Fig. 1: run 1, M1 wires
Scale: 4 px per µm.
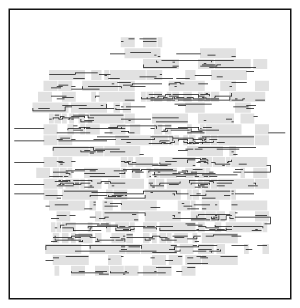
Fig. 2: run 1, the metal 2 layer
Scale: 6 px per µm.
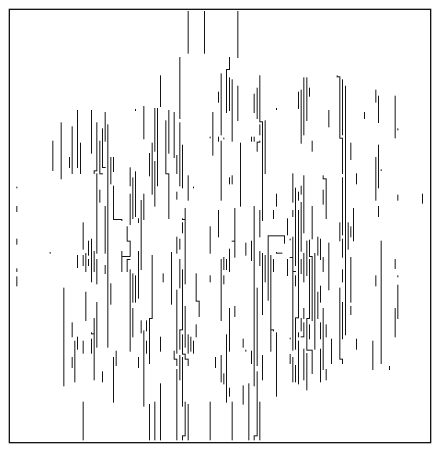
Fig. 3: run 1, metal 3
Scale: 4 px per µm.
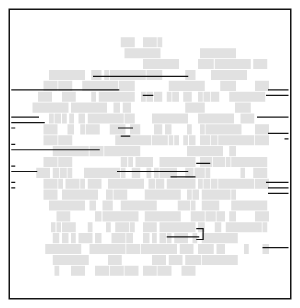
Fig. 4: run 1, congestion heat map
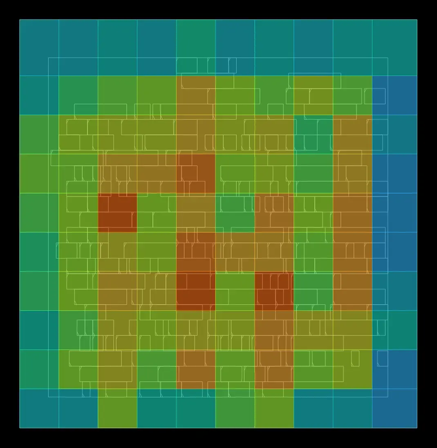
## src/rtl/alu_serial.sv

```systemverilog
// alu_serial: digit-serial NOR/XOR/ADD/SUB ALU, DIGIT bits per clock LSB first
// Ports: clk; rst_n async active-low; start/op/a/b request (sampled in IDLE/DONE);
//        busy high during RUN; done one-cycle pulse; s result; cout, ovf, zero flags.
// Define ALU_FLAGS_EN to compute ovf and zero; otherwise both are tied to 0.
`timescale 1ns/1ps
module alu_serial #(
  parameter int WIDTH = 8,
  parameter int DIGIT = 1
) (
  input  logic             clk,
  input  logic             rst_n,
  input  logic             start,
  input  logic [1:0]       op,
  input  logic [WIDTH-1:0] a,
  input  logic [WIDTH-1:0] b,
  output logic             busy,
  output logic             done,
  output logic [WIDTH-1:0] s,
  output logic             cout,
  output logic             ovf,
  output logic             zero
);
  localparam int K = WIDTH / DIGIT;
  localparam int CW = K > 1 ? $clog2(K) : 1;
  typedef enum logic [1:0] {IDLE, RUN, DONE} state_t;
  state_t state;
  logic [WIDTH-1:0] ra, rb, acc, nxt;
  logic [1:0] rop;
  logic [CW-1:0] cnt;
  logic carry, arith, last;
  logic [DIGIT-1:0] da, db, dbx, dig;
  logic [DIGIT:0] sum;
  always_comb begin
    arith = rop[1];
    da = ra[DIGIT-1:0];
    db = rb[DIGIT-1:0];
    dbx = rop[0] ? ~db : db;
    sum = {1'b0, da} + {1'b0, dbx} + {{DIGIT{1'b0}}, carry};
    dig = arith ? sum[DIGIT-1:0] : rop[0] ? da ^ db : ~(da | db);
    nxt = WIDTH'({dig, acc} >> DIGIT);
    last = cnt == CW'(K - 1);
  end
`ifdef ALU_FLAGS_EN
  // carry into the top bit of the digit, recovered from its sum bit
  logic msb_cin;
  assign msb_cin = sum[DIGIT-1] ^ da[DIGIT-1] ^ dbx[DIGIT-1];
`else
  assign ovf = 1'b0;
  assign zero = 1'b0;
`endif
  always_ff @(posedge clk or negedge rst_n)
    if (!rst_n) begin
      state <= IDLE;
      busy <= 1'b0;
      done <= 1'b0;
      s <= '0;
      cout <= 1'b0;
      ra <= '0;
      rb <= '0;
      acc <= '0;
      rop <= '0;
      cnt <= '0;
      carry <= 1'b0;
`ifdef ALU_FLAGS_EN
      ovf <= 1'b0;
      zero <= 1'b0;
`endif
    end else begin
      done <= 1'b0;
      if (state == RUN) begin
        acc <= nxt;
        ra <= ra >> DIGIT;
        rb <= rb >> DIGIT;
        carry <= arith & sum[DIGIT];
        cnt <= cnt + CW'(1);
        if (last) begin
          state <= DONE;
          busy <= 1'b0;
          done <= 1'b1;
          s <= nxt;
          cout <= arith & sum[DIGIT];
`ifdef ALU_FLAGS_EN
          ovf <= arith & (msb_cin ^ sum[DIGIT]);
          zero <= nxt == '0;
`endif
        end
      end else if (start) begin
        state <= RUN;
        busy <= 1'b1;
        ra <= a;
        rb <= b;
        rop <= op;
        acc <= '0;
        cnt <= '0;
        carry <= &op;
      end else
        state <= IDLE;
    end
endmodule

```

## config.mk

```make
export PLATFORM = sky130hd
export DESIGN_NAME = alu_serial
export DESIGN_NICKNAME = d
export VERILOG_FILES = /design/src/rtl/alu_serial.sv
export SDC_FILE = /design/constraint.sdc
export NUM_CORES = 1
export LEC_CHECK = 0
export CORE_AREA = 5 5 65 67
export DETAILED_ROUTE_END_ITERATION = 7
export DIE_AREA = 0 0 70 72
export PLACE_DENSITY = 0.8
export SKIP_CTS_REPAIR_TIMING = 1
export SLEW_MARGIN = 20
export SYNTH_ARGS = -nofsm -noshare
export SYNTH_HDL_FRONTEND = slang
export SYNTH_SLANG_ARGS = --single-unit
```

## constraint.sdc

```tcl
create_clock -name clk -period 2.8 [get_ports clk]
set_input_delay 0.42 -clock clk [delete_from_list [all_inputs] [get_ports clk]]
set_output_delay 0.42 -clock clk [all_outputs]
set_load 0.005 [all_outputs]
```

==> results.toml, run 1 <==
# yosys + openroad results
[floorplanning]
die_x_um = 70
boundaryPins = 34
dieArea_mm2 = 0.005040
initCoreUtil_pct = 52.03

[power]
internal-power_w = 0.001383
vdd_drop_max_uv = 471.4
p_comb_share_pct = 37.1
p_total_w = 0.002133
p_sw_w = 0.0007498
p_leak_nw = 1.045
p_sw_share_pct = 35.15

[final_timing]
period_used_pct = 62.95
setup_slack_ns = 1.037
hold_slack_ns = 0.1824
skew_ns = 0.003146
worstMarginPinSlew_ns = 0.8992
hold_viol_final = 0
fin_crit_ns = 1.763

[yosys]
synth_cell_types = 25
edf_count = 0
largest_area_cell = "dfrtp_1"
synth.top_cells.by_count = "42 x dfrtp_1, 27 x nand2_1, 25 x o21ai_0, 16 x mux2i_1"
post-synth-top-count-cell = "dfrtp_1"

[clock_network]
cts_tree = "yes"
clk-insertion-delay-late_ns = 0.35
cts-root-buf = "clkbuf_4"

[global_route]
grt_pass1_wl_um = 5692
grt_pass1_vias = 1239
grt_start_max_net_pins = 51

[setup_path]
crit_path_start_kind = "primary input"
cp_cell_sequence = "clkdlybuf4s50_1 > buf_4 > mux2i_1 > o21ai_0"
worstPathMaxFanout = 18
crit_slowest_cell = "clkdlybuf4s50_1"

[final_layout]
final_cells = 245
clk_share_pct = 2.691
seq_cells = 42
comb_share_pct = 32.51
nNetsFinal = 221
largest_class = "sequential cells"
seqCellArea_mm2 = 0.001051
logic_gates = 109
num-clock-buffers = 7

[status]
status = "complete, no violations"

[detailed_routing]
antenna_left = 0
dr_total_vias = 1249

[flow_run]
warnings = 26
Notes on Fig. 1 above:
main direction = horizontal
wire length on this layer = 1450 µm
nets with wire on the layer = 192

Notes on Fig. 2 above:
nets with wire on the layer = 178
wire length on this layer = 1530 µm
main direction = vertical

Notes on Fig. 3 above:
share of all routed wire = 5.9%
longest straight run = 26.7 µm
nets with wire on the layer = 25
wire length on this layer = 189 µm
main direction = horizontal

Notes on Fig. 4 above:
Finished Core Util: 62.38%
grt peak-use layer: met2
GRT met3 Usage: 4.986%
met1 usage: 18.57%
gr usage total: 14.08%

run 1: final timing paths:
check | endpoint | slack [ns] | depth (start not counted)
setup / recovery | ra[5]$_DFFE_PN0P_ | 1.04 | 4
max in group asynchronous | ra[6]$_DFFE_PN0P_ | 2.06 | 1
hold reg to reg | rb[1]$_DFFE_PN0P_ | 0.49 | 2
min in group clk | rb[1]$_DFFE_PN0P_ | 0.49 | 2
setup reg to reg | cnt[0]$_DFFE_PN0P_ | 1.21 | 3
hold / removal | carry$_DFFE_PN0P_ | 0.18 | 1
run 1: logic make-up (layout without fill, tap and decap cells):
family / count (synthesis) / in the layout / synth area share [%]
compound gates: 30 / 30 / 8.670
mux: 25 / 25 / 14.05
fa+ha+maj: 4 / 4 / 3.092
other cells: 1 / 2 / 0.2014
simple gates: 47 / 47 / 12.30
buf+inv: 17 / 46 / 4.771
flops: 42 / 42 / 56.45
xor+xnor: 1 / 1 / 0.4705
run 1: layer usage:
layer	track usage [%]	part of all wire [%]	up-vias
li1	-	-	617
met1	18.57	45	593
met2	22.25	48	34
met3	4.986	5.9	5
met4	3.830	1.0	0
met5	0	0	-
run 1: state kept, by name (all words and copies together), names as in the netlist, 2 cells and up:
register,flops
ra,8
acc,7
rb,8
state,2
s,8
cnt,3
rop,2
run 1: placed cells by master, fill, tap and decap left out, drive strengths merged:
cell type      count
nor2               5
xnor2              1
and2b              1
clkdlybuf4s50     30
conb               2
buf                2
dfrtp             42
nor2b              1
nand3b             2
o32ai              1
o21ai             25
a21oi              2
inv                6
nand2             27
fa                 1
nand3              2
mux2               9
nand2b             9
o211a              1
clkinv             1
ha                 3
mux2i             16
clkbuf             7
a211oi             1
==> run 2, diff against run 1 <==
Settings changed: CORE_AREA 5 5 65 67 to 5 5 70 72, DIE_AREA 0 0 70 72 to 0 0 75 77, PLACE_DENSITY 0.8 to 0.73.
Clock period 2.8 ns to 1.59 ns, I/O delays scaled along.
Fig. 5: run 2, the metal 2 layer
Scale: 6 px per µm.
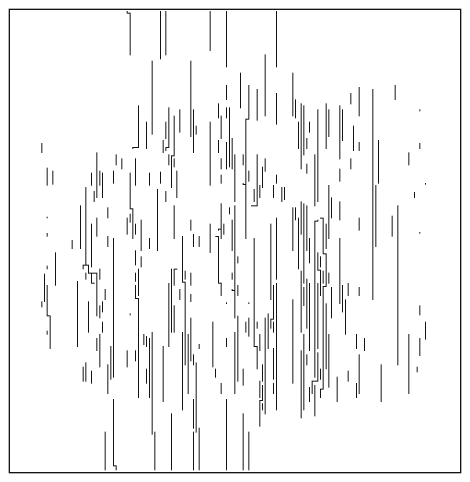
share of all routed wire = 47%
wire length on this layer = 1490 µm

==> run 2 against run 1 <==
  * Sequential power up 75%
  * Setup slack worse by 0.91 ns
  * Final cell count up 3.3%
  * Critical path depth unchanged
  * Largest cell class unchanged
  * Design area up 3.3%
  * Synthesized cell count unchanged
  * Via count down 0.16%
  * Area after synthesis unchanged
  * Clock skew up 0.0015 ns
  * Sequential cell count unchanged
  * Combinational power up 86%
==> results.toml, run 2 <==
# yosys + openroad results
[final_layout]
nNetsFinal = 225
diodes = 0
final_cells = 253
layout_top_cells = "42 x dfrtp_1, 30 x clkdlybuf4s50_1, 27 x nand2_1"
layout_top_cell = "dfrtp_1"
largestRegisters = "ra x8, rb x8, s x8"

[setup_path]
critPathRequiredTime_ns = 1.76
worst-setup-path-type = "flop to flop"
worstPathMaxFanout = 13
end_kind = "flop"
cp-startpoint = "cnt[0]$_DFFE_PN0P_"
rr_startpoint = "cnt[0]$_DFFE_PN0P_"
crit_path_start_kind = "flop"

[status]
status = "complete, no violations"

[clock_network]
cts_max_level = 2
cts_buffers = 5
clkTransAtPathRegs_ns = 0.08
cts-root-buf = "clkbuf_8"
clk-insertion-delay-late_ns = 0.29
cts_sinks = 42
cts_tree = "yes"

[yosys]
edf_count = 0
synth.top_cells.by_count = "42 x dfrtp_1, 27 x nand2_1, 25 x o21ai_0, 16 x mux2i_1"
synth_cell_types = 25
post-synth-top-count-cell = "dfrtp_1"
largest_area_cell = "dfrtp_1"
synth.cell_area_mm2 = 0.001862
ys_area_mm2 = 0.001862
synthArstFlopShare_pct = 100.0
ys_seq_share_pct = 56.45

[floorplanning]
die_height_um = 77
initCoreUtil_pct = 43.97
rows = 24
coreArea_mm2 = 0.004234
die_x_um = 75
boundaryPins = 34
dieArea_mm2 = 0.005775

[min_path]
hold_class = "primary input to async pin"

[global_route]
grt_pass1_vias = 1224
met2_usage_pct = 19.25
use_met1_pct = 15.76
track_usage_pct = 12.40
grt.busiest_layer = "met2"
grt_util_met3_pct = 4.444
grt_pass1_wl_um = 5568
antenna_found_initial = 0
grt_start_max_net_pins = 43

[detailed_routing]
drc = 0
met3_length_um = 181
antenna_left = 0
wl_met1_um = 1455
first_iter_violations = 47
dr_total_vias = 1247
drtPass1Iterations = 4
maxUsedRoutingLayer = "met4"
wl_met2_um = 1493

[final_timing]
fin_crit_ns = 1.466
period_used_pct = 92.22
skew_ns = 0.004634
max_freq_mhz = 682.0
rsz0062_at_grt = "no"
setup_violations = 0
setup_slack_ns = 0.1238
slew_viol_final = 0
hold_viol_final = 0
worstMarginPinSlew_ns = 0.5124

[flow_run]
drv_cap = 0
warnings = 26

[placed_design]
pre_cts_ws_ns = 0.06996

[power]
p_sw_w = 0.001327
seq_power_w = 0.00179
vdd_drop_max_uv = 834.6
p_leak_nw = 1.082
internal-power_w = 0.002634
p_total_w = 0.003961
p_comb_share_pct = 37.2
combinationalPower_w = 0.00147
p_sw_share_pct = 33.50
p_clk_w = 0.000694
[run 2: final timing paths]
check                                     to  slack [ns]  depth (start not counted)
max                         s[4]$_DFFE_PN0P_        0.12                          4
min                         s[6]$_DFFE_PN0P_       0.007                          2
max reg2reg                 s[4]$_DFFE_PN0P_        0.12                          4
min reg2reg                rb[3]$_DFFE_PN0P_        0.48                          2
max in group asynchronous  rb[7]$_DFFE_PN0P_        1.23                          2
min in group clk           rb[3]$_DFFE_PN0P_        0.48                          2
[run 2: area by class of cell]
| type | instances | area [µm²] | area share [%] |
|---|---|---|---|
| Timing Repair Buffer | 36 | 342.8 | 14.87 |
| Inverter | 6 | 22.52 | 0.9767 |
| Clock inverter | 1 | 5.005 | 0.2170 |
| Sequential cell | 42 | 1051 | 45.58 |
| Clock buffer | 7 | 86.33 | 3.744 |
| Tap cell | 52 | 65.06 | 2.821 |
| Multi-Input combinational cell | 109 | 733.2 | 31.80 |
[run 2: kinds of logic after synthesis]
family,count (synthesis),share of synthesized area (%)
AND/OR/NAND/NOR,47,12.30
flip-flops,42,56.45
adder cells (fa/ha/maj),4,3.092
AND-OR/OR-AND,30,8.670
other,1,0.2014
multiplexers,25,14.05
XOR/XNOR,1,0.4705
buffers and inverters,17,4.771
[run 2: worst max-delay path: stages (launching register included)]
cell and delay [ns]:
dfrtp_1 0.39, ha_1 0.20, ha_1 0.22, nand3b_4 0.18, mux2_2 0.35
[run 2: per-stage QoR]
stage | cell area [µm²] | util (%) | hold slack [ns]
after global placement | 2207 | 52.13 | 0.3347
after detailed placement | 2207 | 52.13 | 0.3408
after CTS | 2298 | 54.28 | 0.02280
after floorplan | 1866 | - | -0.05709
final | 2306 | 54.46 | 0.006697
after global routing | 2306 | 54.46 | 0.04123
Power figures rest on the tool's default switching activity, not on a simulated workload.
